===== config.mk =====
export PLATFORM = sky130hd
export DESIGN_NAME = acp_dma_sched
export DESIGN_NICKNAME = d
export VERILOG_FILES = /design/src/rtl/acp_dma_sched_pkg.sv /design/src/rtl/acp_dma_sched_irq.sv /design/src/rtl/acp_dma_sched.sv
export SDC_FILE = /design/constraint.sdc
export NUM_CORES = 1
export LEC_CHECK = 0
export CAP_MARGIN = 25
export CORE_ASPECT_RATIO = 0.8
export CORE_UTILIZATION = 55
export DETAILED_ROUTE_END_ITERATION = 8
export MAX_ROUTING_LAYER = met4
export PLACE_DENSITY = 0.93
export SYNTH_ARGS = -nofsm -noshare
export SYNTH_HDL_FRONTEND = slang
export SYNTH_SLANG_ARGS = --single-unit

===== constraint.sdc =====
create_clock -name sys_clk_i -period 8.2 [get_ports sys_clk_i]
set_input_delay 1.64 -clock sys_clk_i [delete_from_list [all_inputs] [get_ports sys_clk_i]]
set_output_delay 1.64 -clock sys_clk_i [all_outputs]
set_load 0.03 [all_outputs]

===== src/rtl/acp_dma_sched_pkg.sv =====
// acp_dma_sched_pkg: shared state encoding, FIFO size and ring arithmetic for the ACP DMA scheduler.
package acp_dma_sched_pkg;
    localparam int FIFO_DEPTH_DEF = 16;

    typedef enum logic [2:0] {
        IDLE    = 3'd0,
        WAIT    = 3'd1,
        ARB     = 3'd2,
        H2I_RUN = 3'd3,
        I2H_RUN = 3'd4,
        ERR     = 3'd5
    } sched_state_e;

    // (a - b) mod depth; depth is added first so the 17-bit result never goes negative
    function automatic logic [16:0] ring_dist(input logic [15:0] a, input logic [15:0] b, input logic [16:0] depth);
        logic [16:0] t;
        t = {1'b0, a} + depth - {1'b0, b};
        return (t >= depth) ? t - depth : t;
    endfunction

    // free slots = (ci - pi - 1) mod depth
    function automatic logic [16:0] ring_free(input logic [15:0] pi, input logic [15:0] ci, input logic [16:0] depth);
        logic [16:0] d;
        d = ring_dist(ci, pi, depth);
        return ((d == 17'd0) ? depth : d) - 17'd1;
    endfunction
endpackage


===== src/rtl/acp_dma_sched_irq.sv =====
// acp_dma_sched_irq: coalesces ip2hps completions into a level interrupt by count or by age.
module acp_dma_sched_irq (
    input  logic        sys_clk_i,
    input  logic        sys_rst_i,
    input  logic        i2h_done_i,
    input  logic        irq_ack_i,
    input  logic [7:0]  irq_thresh_i,
    input  logic [15:0] irq_timeout_i,
    output logic        irq_o
);
    logic [7:0]  pend_q, pend_d;
    logic [15:0] age_q, age_d;
    logic        irq_q, irq_d;

    always_comb begin
        pend_d = irq_ack_i ? {7'd0, i2h_done_i} : pend_q + {7'd0, i2h_done_i && (pend_q != 8'hFF)};
        age_d  = (irq_ack_i || pend_q == 8'd0) ? 16'd0 : age_q + {15'd0, age_q != 16'hFFFF};
        irq_d  = !irq_ack_i && (irq_q || (pend_d >= ((irq_thresh_i == 8'd0) ? 8'd1 : irq_thresh_i))
                 || (irq_timeout_i != 16'd0 && age_d >= irq_timeout_i));
    end

    always_ff @(posedge sys_clk_i) begin
        if (sys_rst_i) begin
            pend_q <= '0;
            age_q  <= '0;
            irq_q  <= 1'b0;
        end else begin
            pend_q <= pend_d;
            age_q  <= age_d;
            irq_q  <= irq_d;
        end
    end

    assign irq_o = irq_q;
endmodule


===== src/rtl/acp_dma_sched.sv =====
// acp_dma_sched: round-robin burst scheduler for the hps2ip and ip2hps ACP DMA engines,
// with poll interval, per-burst watchdog and completion-interrupt coalescing.
module acp_dma_sched
    import acp_dma_sched_pkg::*;
#(
    parameter int FIFO_DEPTH  = FIFO_DEPTH_DEF,
    parameter int BURST_LEN   = 4,
    parameter int WDOG_CYCLES = 4096
) (
    input  logic        sys_clk_i,
    input  logic        sys_rst_i,
    input  logic        dma_en_i,
    input  logic [31:0] cycle_i,
    input  logic [15:0] hps2ip_pi_i,
    input  logic [15:0] hps2ip_ci_i,
    input  logic [16:0] hps2ip_mindex_i,
    input  logic [15:0] ip2hps_pi_i,
    input  logic [15:0] ip2hps_ci_i,
    input  logic [16:0] ip2hps_mindex_i,
    input  logic [3:0]  fifo_usedw_i,
    input  logic        fifo_empty_i,
    output logic        h2i_go_o,
    input  logic        h2i_done_i,
    output logic        i2h_go_o,
    input  logic        i2h_done_i,
    input  logic [7:0]  irq_thresh_i,
    input  logic [15:0] irq_timeout_i,
    input  logic        irq_ack_i,
    output logic        irq_o,
    output logic        sched_err_o,
    output logic [2:0]  sched_state_o
);
    localparam int WD_W = $clog2(WDOG_CYCLES + 1);

    sched_state_e    state_q;
    logic [31:0]     timer_q;
    logic [WD_W-1:0] wd_q;
    logic            last_h2i_q, h2i_go_q, i2h_go_q, err_q;
    logic            h2i_elig, i2h_elig, run_done;

    assign h2i_elig = (ring_dist(hps2ip_pi_i, hps2ip_ci_i, hps2ip_mindex_i) != 17'd0)
                      && ({28'd0, fifo_usedw_i} <= 32'(FIFO_DEPTH - BURST_LEN));
    assign i2h_elig = !fifo_empty_i && (ring_free(ip2hps_pi_i, ip2hps_ci_i, ip2hps_mindex_i) != 17'd0);
    assign run_done = (state_q == H2I_RUN) ? h2i_done_i : i2h_done_i;

    always_ff @(posedge sys_clk_i) begin
        if (sys_rst_i) begin
            state_q    <= IDLE;
            timer_q    <= '0;
            wd_q       <= '0;
            last_h2i_q <= 1'b0;
            h2i_go_q   <= 1'b0;
            i2h_go_q   <= 1'b0;
            err_q      <= 1'b0;
        end else begin
            h2i_go_q <= 1'b0;
            i2h_go_q <= 1'b0;
            case (state_q)
                IDLE: begin
                    timer_q <= '0;
                    if (dma_en_i) state_q <= WAIT;
                end
                WAIT: begin
                    if (!dma_en_i) state_q <= IDLE;
                    else if (timer_q >= cycle_i) state_q <= ARB;
                    else timer_q <= timer_q + 32'd1;
                end
                ARB: begin
                    timer_q <= '0;
                    wd_q    <= '0;
                    // on a tie the engine not served last wins
                    if (!dma_en_i) state_q <= IDLE;
                    else if (h2i_elig && (!i2h_elig || !last_h2i_q)) begin
                        h2i_go_q <= 1'b1;
                        state_q  <= H2I_RUN;
                    end else if (i2h_elig) begin
                        i2h_go_q <= 1'b1;
                        state_q  <= I2H_RUN;
                    end else state_q <= WAIT;
                end
                H2I_RUN, I2H_RUN: begin
                    if (run_done) begin
                        last_h2i_q <= (state_q == H2I_RUN);
                        timer_q    <= '0;
                        state_q    <= dma_en_i ? WAIT : IDLE;
                    end else if (wd_q == WD_W'(WDOG_CYCLES - 1)) begin
                        err_q   <= 1'b1;
                        state_q <= ERR;
                    end else wd_q <= wd_q + WD_W'(1);
                end
                ERR: if (!dma_en_i) state_q <= IDLE;
                default: state_q <= IDLE;
            endcase
        end
    end

    acp_dma_sched_irq u_irq (
        .sys_clk_i     (sys_clk_i),
        .sys_rst_i     (sys_rst_i),
        .i2h_done_i    (i2h_done_i),
        .irq_ack_i     (irq_ack_i),
        .irq_thresh_i  (irq_thresh_i),
        .irq_timeout_i (irq_timeout_i),
        .irq_o         (irq_o)
    );

    assign h2i_go_o      = h2i_go_q;
    assign i2h_go_o      = i2h_go_q;
    assign sched_err_o   = err_q;
    assign sched_state_o = state_q;
endmodule


Fig. 1: run 1, floorplan with the power grid
Bar = 50 um. Pins as bars on the die edge.
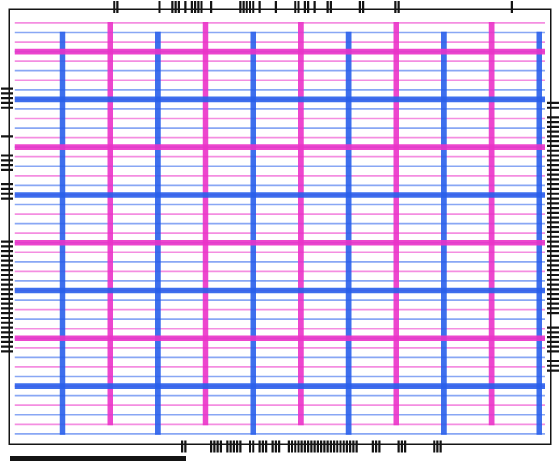
VDD -> magenta
VSS -> blue
met4 straps = 11
met1 rails = 44
rows = 43
met5 straps = 8
Die Span Y: 123 um
overall die width: 154 um
maximum VDD drop: 0.109 mV
Core ar.: 17600 um2

Fig. 2: run 1, placed cells, one colour a class
Bar = 50 um.
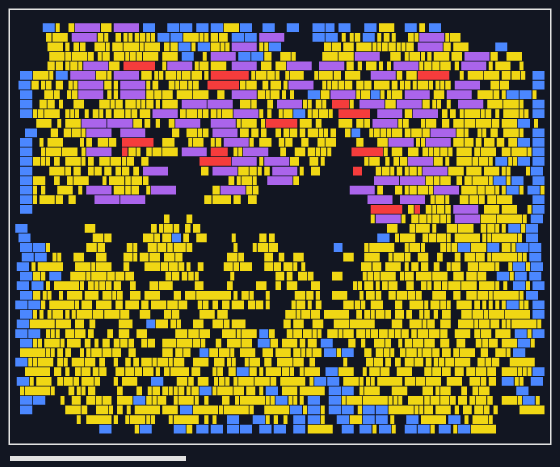
clock drivers and dummy loads -> red  # cells 15, share of their area 2.5%
remaining buffers and delay cells -> blue  # cells 179, share of their area 15%
combinational and other logic -> yellow  # cells 1242, share of their area 70%
sequential cells -> purple  # cells 77, share of their area 13%
num rows: 43
fin util: 70.0%
register share of the cell area: 12.5%
Finished Cell Area: 12300 um2

Fig. 3: run 1, clock wires, drivers and flops
Bar = 50 um.
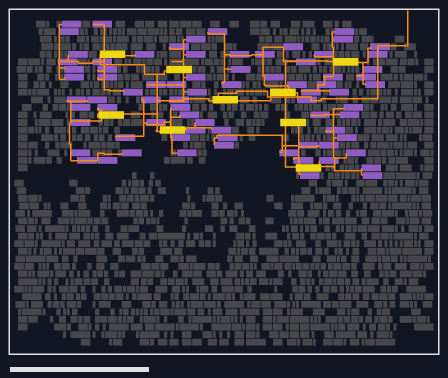
clock wires -> orange  # length 903 um
flip-flops -> purple  # count 77
clock drivers -> yellow  # count 9
routed clock nets = 10

Fig. 4: run 1, signal wires by layer
Only two layers are drawn.
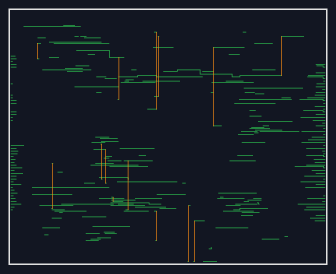
metal 3 -> green  # wire length 1760 um
metal 4 -> orange  # wire length 294 um

==> Slide: Implementation Results, run 1 <==
Implementation Results

Global routing
  • Via count of the first global-routing pass: ~9500
  • Global-route usage over all layers: 27.9%
  • First-pass GRT wire length: roughly 43000 um
  • Total congestion overflow: 0
  • Largest net degree at the start of global routing: about 40

Yosys
  • Mapped cell area: between 10000 and 15000 um2
  • Number of synthesized flops with an enable pin: 0
  • Top-area cell share: around 16%
  • Average cell area after synthesis: 7.50 um2
  • Largest cells by area: sky130_fd_sc_hd__ha_1, sky130_fd_sc_hd__dfxtp_1, sky130_fd_sc_hd__inv_1
  • Yosys stat cell total: 1351
  • Cell count after synthesis: 1351
  • Most used standard cell by instance count after synthesis: sky130_fd_sc_hd__inv_1
  • Post-synth area from yosys stat: just over 10000 um2
  • Commonest cells in the netlist: sky130_fd_sc_hd__inv_1, sky130_fd_sc_hd__ha_1, sky130_fd_sc_hd__nor2_1
  • Count of warnings emitted by yosys: 0
  • Portion of netlist area occupied by mux cells: around 1.7%
  • Post-synth seq share: around 15%
  • Post-synthesis share of cell area spent on full adders, half adders and majority gates: 22.7%

Floorplanning
  • Pre-placement core utilization: 57.4%
  • Overall die area: 19000 um2

Timing
  • Portion of the clock cycle consumed by the worst path in the final layout: roughly 92%
  • Worst Tran Pin Value: around 0.9 ns
  • Summed negative setup slack over all endpoints: 0 ns
  • Total count of hold-check failures in the final report: 0
  • Fin Clk Skew: 0.00608 ns
  • Final setup violation count: 0
  • Minimum clock period after layout: approximately 7.5 ns
  • Max-slew violation count: 0
  • Headroom to the max-slew limit: around 41%
  • Fmax: 133 MHz

Critical path
  • WP buf/inv: 4
  • Required time reported for the critical path endpoint: roughly 8.4 ns
  • Kind of launch point of the worst setup path: input pin
  • Top Family by Delay on Critical Path: AND-OR/OR-AND gates
  • Delay of the slowest cell on the worst path: roughly 0.57 ns

Clock tree
  • Clk sink count: between 70 and 80
  • Quantity of gates resized following cts: 0
  • Clock H-tree levels: 3
  • Clk Latency, worst-skew pair: 0.33 ns
  • Clock transition time at the flip-flop clock pins of the worst setup and hold paths: around 0.060 ns
  • Buffers inserted during post-CTS setup optimization: 0

Routing
  • DRC errors left: 0
  • Drt wl/cell: around 15 um
  • First-pass iteration count of the detailed router: 6
  • Antenna-violating nets left: 0
  • Detailed-route via count: a little over 10000

Final layout
  • Number of standard cells in the layout, taps in and fillers out: about 1700
  • Total area of multi-input combinational cells: around 7700 um2
  • Inserted Diodes: 0
  • Number of fillers in the final layout: roughly 1400
  • Sequential standard cell area: 1540 um2
  • Layout-stage area growth over the synthesis result: 21.9%

Run status
  • Result of the run: completed

Run
  • Count of tool warnings: 26
  • Max capacitance violation total: 0

Power and ir drop
  • Internal cell power: 1.29 mW
  • Pleak: 5.54 nW
  • Combinational fraction of design power: between 60% and 70%

Place
  • Number of cells in the design after placement: between 1500 and 2000
  • Final RePlAce weighted congestion: about 0.94
  • Dpl ws: roughly 0.39 ns

Worst hold path
  • Type of the most critical hold path: reg2reg
## run 1: metrics by stage
stage                     cell area, um2  hold WS, ns  power [mW]
final                              12300        0.497        2.31
after global routing               12300        0.507        2.48
after CTS                          12300        0.494        2.29
after detailed placement           12000        0.481        1.89
after global placement             12000        0.469        1.87
after floorplan                    10100        0.466        1.51
## run 1: layout make-up
cell class	count	share of cell area (%)
Clock buffer	11	2.05
Clock inverter	4	0.385
Inverter	207	6.29
Multi-Input combinational cell	1035	62.2
Sequential cell	77	12.5
Tap cell	225	2.28
Timing Repair Buffer	179	14.4
## run 1: worst paths after layout
kind / start / to / slack [ns] / depth (start not counted)
min: sched_err_o / sched_err_o / 0.50 / 2
min reg2reg: sched_err_o / sched_err_o / 0.50 / 2
max: ip2hps_mindex_i[1] / sched_state_o[2] / 0.67 / 22
max reg2reg: u_irq.age_q[7] / u_irq.irq_o / 4.22 / 19
## run 1: sequential cells by signal, indices dropped and copies added, names as in the netlist
signal         flops
timer_q           32
sched_state_o      3
u_irq.age_q       16
h2i_go_o           1
sched_err_o        1
i2h_go_o           1
wd_q              13
u_irq.irq_o        1
last_h2i_q         1
u_irq.pend_q       8
## run 1: placed cells by master, fill, tap and decap left out, types with 40 or more instances in the layout
cell | synthesis | layout
sky130_fd_sc_hd__inv_1 | 207 | 207
sky130_fd_sc_hd__clkdlybuf4s50_1 | 0 | 171
sky130_fd_sc_hd__ha_1 | 129 | 129
sky130_fd_sc_hd__nor2_1 | 125 | 125
sky130_fd_sc_hd__nand2_1 | 77 | 77
sky130_fd_sc_hd__dfxtp_1 | 77 | 77
sky130_fd_sc_hd__a21oi_1 | 74 | 74
sky130_fd_sc_hd__o21ai_0 | 58 | 58
sky130_fd_sc_hd__xor2_1 | 50 | 50
sky130_fd_sc_hd__nor3_1 | 43 | 43
sky130_fd_sc_hd__a21o_1 | 40 | 40
sky130_fd_sc_hd__xnor2_1 | 40 | 40
## run 1: cells by family (layout without fill, tap and decap cells)
| logic type | Yosys count | in the layout |
|---|---|---|
| simple gates | 451 | 451 |
| compound gates | 315 | 315 |
| buf+inv | 239 | 401 |
| fa+ha+maj | 163 | 163 |
| xor+xnor | 90 | 90 |
| flops | 77 | 77 |
| mux | 16 | 16 |
## run 1: power groups by stage
| stage | clock (mW) | sequential, mW | combinational (mW) |
|---|---|---|---|
| 3_5_place_dp | 0 | 0.401 | 1.49 |
| 3_3_place_gp | 0 | 0.401 | 1.47 |
| 2_1_floorplan | 0 | 0.398 | 1.12 |
| 5_1_grt | 0.415 | 0.395 | 1.67 |
| 4_1_cts | 0.401 | 0.393 | 1.50 |
| 6_report | 0.396 | 0.394 | 1.52 |
## run 1: layer usage
metal / vias to the layer above / part of all wire [%] / GRT usage, %
li1: 5075 / - / -
met1: 4699 / 46 / 35.9
met2: 364 / 46 / 47.2
met3: 32 / 6.7 / 4.03
met4: 0 / 1.1 / 4.94
met5: - / 0 / -
==> inputs of run 2 (changes only) <==
Settings changed: ABC_AREA set to 1, HOLD_SLACK_MARGIN set to 0.03, PLACE_DENSITY 0.93 to 0.92.
Fig. 5: run 2, cell outlines without signal wires
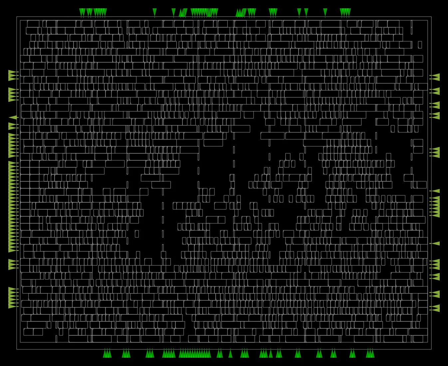
Core ar.: 19800 um2
number of well taps: 264
number of standard cells in the layout, taps in and fillers out: 2277
number of fillers in the final layout: 1701
fin util: 67.6%

==> run 2 against run 1 <==
  * Sequential power decreased by 3%
  * Maximum frequency decreased by 2.0%
  * Total power increased by 9.3%
  * Clock skew about the same
  * Clock power decreased by 2%
  * Highest routed layer unchanged
==> Slide: Implementation Results, run 2 <==
Implementation Results

Run status
  • Result of the run: completed

Clock tree
  • Clock transition time at the flip-flop clock pins of the worst setup and hold paths: 0.06 ns (about the same)
  • Clk sink count: 77 (unchanged)
  • Clock H-tree levels: 3 (unchanged)
  • Quantity of gates resized following cts: 0 (unchanged)
  • Buffers inserted during post-CTS setup optimization: 0 (unchanged)

Yosys
  • Number of synthesized flops with an enable pin: 0 (unchanged)
  • Mapped cell area: 11100 um2 (+10%)
  • Cell count after synthesis: 1844 (+36%)
  • Most used standard cell by instance count after synthesis: sky130_fd_sc_hd__nand2_1
  • Largest cells by area: sky130_fd_sc_hd__nand2_1, sky130_fd_sc_hd__ha_1, sky130_fd_sc_hd__dfxtp_1
  • Average cell area after synthesis: 6.04 um2 (-19%)
  • Post-synthesis share of cell area spent on full adders, half adders and majority gates: 20.6% (-2.1 points)
  • Top-area cell share: 14.8% (-1.1 points)
  • Commonest cells in the netlist: sky130_fd_sc_hd__nand2_1, sky130_fd_sc_hd__inv_1, sky130_fd_sc_hd__nor2_1
  • Portion of netlist area occupied by mux cells: 0% (-1.7 points)
  • Count of warnings emitted by yosys: 0 (unchanged)
  • Post-synth seq share: 13.8% (-1.4 points)
  • Yosys stat cell total: 1844 (+36%)

Final layout
  • Most instantiated logic cell after routing: sky130_fd_sc_hd__nand2_1
  • Final-stage net count: approximately 2300
  • Inserted Diodes: 0 (unchanged)
  • Top register by number of flip-flops: timer_q
  • Total area of multi-input combinational cells: 7950 um2 (+3.6%)
  • Registers with the most flip-flops: timer_q: 32 flops, u_irq.age_q: 16 flops, wd_q: 13 flops

Timing
  • Max-slew violation count: 0 (unchanged)
  • Summed negative setup slack over all endpoints: 0 ns (unchanged)
  • Worst Tran Pin Value: 0.911 ns (+0.0190 ns)
  • Total count of hold-check failures in the final report: 0 (unchanged)
  • Headroom to the max-slew limit: 39.1% (-1.4 points)
  • Final setup violation count: 0 (unchanged)
  • Minimum clock period after layout: 7.69 ns (+0.153 ns)
  • Portion of the clock cycle consumed by the worst path in the final layout: 93.7% (+1.9 points)
  • Fin Clk Skew: 0.00636 ns (+0.000288 ns)
  • Fmax: 130 MHz (-2.0%)

Global routing
  • Via count of the first global-routing pass: 11000 (+16%)
  • Largest net degree at the start of global routing: 38 (-5.0%)
  • Global-route usage over all layers: 29.6% (+1.6 points)
  • First-pass GRT wire length: 49600 um (+16%)
  • Total congestion overflow: 0 (unchanged)

Worst hold path
  • Type of the most critical hold path: reg2reg

Run
  • Max capacitance violation total: 0 (unchanged)
  • Count of tool warnings: 26 (unchanged)

Routing
  • Antenna-violating nets left: 0 (unchanged)
  • Drt wl/cell: 13.2 um (-12%)
  • First-pass iteration count of the detailed router: 8 (+2)
  • Detailed-route via count: 12100 (+19%)

Floorplanning
  • Die Span Y: 129 um (+4.8%)
  • Pre-placement core utilization: 56.2% (-1.1 points)
  • Overall die width: 161 um (+4.8%)
  • Num rows: 46 (+7.0%)

Critical path
  • Delay of the slowest cell on the worst path: 0.50 ns (-0.07 ns)
  • WP buf/inv: 7 (+3)
  • Kind of launch point of the worst setup path: input pin
  • Top Family by Delay on Critical Path: simple AND/OR/NAND/NOR gates
  • Required time reported for the critical path endpoint: 8.47 ns (+0.06 ns)

Place
  • Number of cells in the design after placement: 2261 (+31%)
  • Final RePlAce weighted congestion: 1.05 (+11%)

Power and ir drop
  • Pleak: 6.76 nW (+22%)
run 2: cell count changes after synthesis, sizes merged, moves of 13 or more:
cell	previous run	this run
inv	207	413
nor3	43	60
clkbuf	25	12
nor2b	17	0
nand2	78	455
xor2	50	33
nor2	125	174
a21oi	74	119
nand3	36	105
xnor2	40	13
or3	18	0
nand2b	18	0
a21o	40	8
run 2: per-layer routing:
metal / wire [um] / track usage, % / up-vias
met5: 0 / - / -
met4: 359 / 4.50 / 0
met3: 2060 / 3.52 / 46
met2: 13800 / 50.2 / 476
met1: 13900 / 38.5 / 5403
li1: - / - / 6224
run 2: worst paths after layout:
kind              cells after the start          endpoint  slack [ns]               start
setup reg to reg                     21       timer_q[31]        4.35          timer_q[0]
setup / recovery                     45  sched_state_o[1]        0.51  ip2hps_mindex_i[0]
hold reg to reg                       1          wd_q[11]        0.44            wd_q[11]
hold / removal                        1          wd_q[11]        0.44            wd_q[11]
run 2: worst reg2reg max path: cells and delay by family (launching register included):
| family | cells | cell delay [ns] |
|---|---|---|
| AND-OR/OR-AND | 6 | 0.84 |
| AND/OR/NAND/NOR | 13 | 2.21 |
| buffers and inverters | 1 | 0.09 |
| adder cells (fa/ha/maj) | 1 | 0.28 |
| flip-flops | 1 | 0.34 |
run 2: cells by family after synthesis:
logic type               after synthesis
XOR/XNOR                              46
AND-OR/OR-AND                        257
adder cells (fa/ha/maj)              163
flip-flops                            77
buffers and inverters                433
AND/OR/NAND/NOR                      868
run 2: metrics by stage:
stage                     cell area [um2]  total power, mW  hold slack [ns]  setup slack (ns)  utilization, %
after CTS                           13400             2.50            0.451             0.661            67.6
final                               13400             2.53            0.445             0.513            67.6
after detailed placement            13100             2.10            0.442             0.338            66.1
after global placement              13100             2.07            0.435             0.468            66.1
after global routing                13400             2.77            0.462            0.0221            67.6
after floorplan                     11100             1.70            0.422              2.02               -
run 2: final cells by class:
class	instances	share of cell area, %
tap	264	2.47
multi-input combinational	1334	59.3
sequential	77	11.5
clock inverter	4	0.224
timing repair buffer	173	12.9
clock buffer	12	1.99
inverter	413	11.6
run 2: where the power goes:
| part | switching (mW) | leakage [nW] | total, mW | internal, mW |
|---|---|---|---|---|
| sequential | 0.00433 | 0.621 | 0.383 | 0.378 |
| combinational | 1.12 | 5.99 | 1.76 | 0.638 |
| clock | 0.160 | 0.145 | 0.390 | 0.231 |
| total | 1.28 | 6.76 | 2.53 | 1.25 |
Power and IR drop assume default switching activity.
